### Routing congestion

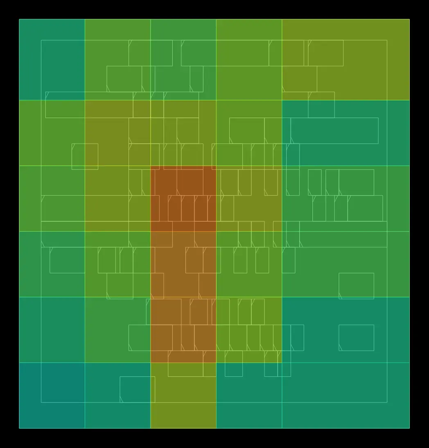
### Cell classes on the final placement

Scale bar: 10 um.
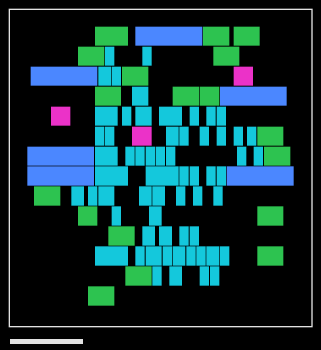
[src/rtl/param_updown_counter.sv]
`default_nettype none
// ============================================================================
// Module   : param_updown_counter
// Brief    : Modulo-MODULUS up/down counter with clear, clamped load, terminal
//            count, wrap pulse and sticky overflow flag. Defining the macro
//            UPDOWN_CNT_SATURATE_EN makes the count saturate instead of wrap.
// Revision : 1.0 - initial release
// ============================================================================
module param_updown_counter #(
  parameter int WIDTH     = 4,
  parameter int MODULUS   = 16,
  parameter int RESET_VAL = 0
) (
  input  logic             clk,
  input  logic             rst_n,
  input  logic             clr,
  input  logic             load,
  input  logic [WIDTH-1:0] load_val,
  input  logic             en,
  input  logic             up,
  output logic [WIDTH-1:0] q,
  output logic             tc,
  output logic             wrap,
  output logic             ovf_sticky
);

`ifdef UPDOWN_CNT_SATURATE_EN
  localparam bit c_saturate = 1'b1;
`else
  localparam bit c_saturate = 1'b0;
`endif

  localparam logic [WIDTH-1:0] c_max_val = WIDTH'(MODULUS - 1);
  localparam logic [WIDTH-1:0] c_rst_val = WIDTH'(RESET_VAL);
  localparam logic [WIDTH-1:0] c_one     = WIDTH'(1);

  logic [WIDTH-1:0] count_q, count_d;
  logic             wrap_q, wrap_d;
  logic             ovf_q, ovf_d;
  logic             at_max, at_min, boundary;

  always_comb begin
    at_max   = (count_q == c_max_val);
    at_min   = (count_q == '0);
    boundary = en & ~clr & ~load & ((up & at_max) | (~up & at_min));

    count_d  = count_q;
    ovf_d    = ovf_q | boundary;
    // The pulse is suppressed in saturating builds; the event still sets the flag.
    wrap_d   = boundary & ~c_saturate;

    if (clr) begin
      count_d = c_rst_val;
      ovf_d   = 1'b0;
      wrap_d  = 1'b0;
    end else if (load) begin
      count_d = (load_val > c_max_val) ? c_max_val : load_val;
    end else if (en) begin
      if (up) begin
        if (at_max) count_d = c_saturate ? c_max_val : '0;
        else        count_d = count_q + c_one;
      end else begin
        if (at_min) count_d = c_saturate ? '0 : c_max_val;
        else        count_d = count_q - c_one;
      end
    end
  end

  always_ff @(posedge clk or negedge rst_n) begin
    if (!rst_n) begin
      count_q <= c_rst_val;
      wrap_q  <= 1'b0;
      ovf_q   <= 1'b0;
    end else begin
      count_q <= count_d;
      wrap_q  <= wrap_d;
      ovf_q   <= ovf_d;
    end
  end

  assign q          = count_q;
  assign tc         = boundary;
  assign wrap       = wrap_q;
  assign ovf_sticky = ovf_q;

endmodule
`default_nettype wire

[config.mk]
export PLATFORM = sky130hd
export DESIGN_NAME = param_updown_counter
export DESIGN_NICKNAME = d
export VERILOG_FILES = /design/src/rtl/param_updown_counter.sv
export SDC_FILE = /design/constraint.sdc
export NUM_CORES = 1
export LEC_CHECK = 0
export ABC_AREA = 1
export CAP_MARGIN = 40
export CORE_AREA = 2 2 39 41
export DETAILED_ROUTE_END_ITERATION = 6
export DIE_AREA = 0 0 41 43
export SLEW_MARGIN = 20
export SYNTH_ARGS = -nofsm -noshare
export SYNTH_HDL_FRONTEND = slang
export SYNTH_SLANG_ARGS = --single-unit
[constraint.sdc]
create_clock -name clk -period 2.4 [get_ports clk]
set_clock_uncertainty 0.15 [all_clocks]
set_input_delay 0.24 -clock clk [delete_from_list [all_inputs] [get_ports clk]]
set_output_delay 0.24 -clock clk [all_outputs]
set_load 0.02 [all_outputs]
==> flow_summary.ini <==
; physical design summary
[power_and_ir_drop]
power.static_leakage_uw = 0.000362
power_switching_share_pct = 32.6
clockPowerShare_pct = 29.6
powerSeq_uw = 121
vdd.ir_drop.worst_mv = 0.257
powerClk_uw = 95.9
dominant_power_group = registers

[routing]
first_pass_iters = 3
highest-signal-layer = met4
dr_total_vias = 457

[cts]
post_cts.repair.setup_buffers = 0
cts.repair.resized = 0
tritoncts_num_sinks = 6
numCtsBuffers = 3
clk_root_buffer_cell = sky130_fd_sc_hd__clkbuf_4
cts_max_level = 1

[setup_path]
crit_chain = inv_1 > ha_1 > nand2_1 > nand2_1 > nand4_1 > inv_1 > dlymetal6s2s_1
critPathSlowestCell = sky130_fd_sc_hd__dfrtp_1
critical_path_class = flop to primary output
crit_fanout = 6
worst-path-buf-inv = 3

[yosys]
top_area_cell = sky130_fd_sc_hd__dfrtp_1
synthMostInstantiatedCell = sky130_fd_sc_hd__nand2_1
netlist_instances = 68
ys_seq_share_pct = 33.4
cells_yosys = 68
mux_area_share_pct = 0
synthAoiAreaFrac_pct = 11.1
async_reset_ff_share_pct = 100
yosysWarnings = 0
synth.avg_cell_area_um2 = 6.61
synth.top_cell.area_share_pct = 33.4

[status]
run_status = complete, no violations

[timing]
fin_crit_sh_pct = 81.8
postLayoutSetupSlackWorst_ns = 0.438
rsz0062_at_grt = false
fin_setup_tns_ns = 0
whs_ns = 0.0842

[placement]
place.detailed.hpwl_um = 862
place_ws_ns = 0.236
gp_congestion = 0.765

[finish]
layout.nets = 103
area.sequential_um2 = 150
clock_buffers = 3
area.growth.synth_to_final_pct = 47.9
top_layout_cells = 17 x sky130_fd_sc_hd__nand2_1, 15 x sky130_fd_sc_hd__clkdlybuf4s50_1, 12 x sky130_fd_sc_hd__inv_1, 11 x sky130_fd_sc_hd__nor2_1, 6 x sky130_fd_sc_hd__dfrtp_1

[floorplan]
taps = 16
die_area_mm2 = 0.00176

[grt]
globalRouteTotalUtil_pct = 15.1
-- 'Routing congestion' (at the start) --
Global Route met1 Usage: 19.7%
routed len/inst: 10.2 um
core utilization of the finished layout: 48.0%
met3 global-route usage: 7.85%
met2 track demand over resource in global routing: 20.3%

-- 'Cell classes on the final placement' (at the start) --
[registers] blue | cells: 6 | share of their area: 23%
[remaining logic cells] cyan | cells: 61 | share of their area: 46%
[clock-net drivers] magenta | cells: 3 | share of their area: 3.5%
[remaining buffers and delay cells] green | cells: 18 | share of their area: 28%
# rows: 14
core box area: 0.00138 mm2
register share of the cell area: 22.6%
final std cell area, no fill: 664 um2

metrics by stage:
step                      std cells  cell area [um2]  util, %
final                           104              664     48.0
after global routing            104              664     48.0
after CTS                       104              662     47.8
after detailed placement        101              639     46.2
after global placement          101              639     46.2
after floorplan                  68              449        -
path summary, 6_finish.rpt:
| check | startpoint | end | slack (ns) | cells past startpoint |
|---|---|---|---|---|
| max in group asynchronous | rst_n | q[0] | 1.78 | 1 |
| hold reg to reg | ovf_sticky | ovf_sticky | 0.36 | 2 |
| setup reg to reg | q[0] | q[2] | 0.90 | 7 |
| setup / recovery | q[0] | tc | 0.44 | 7 |
| hold / removal | rst_n | q[3] | 0.08 | 1 |
| min in group clk | ovf_sticky | ovf_sticky | 0.36 | 2 |
registers in the layout, indices dropped and copies added (netlist names):
name,cells
wrap,1
ovf_sticky,1
q,4
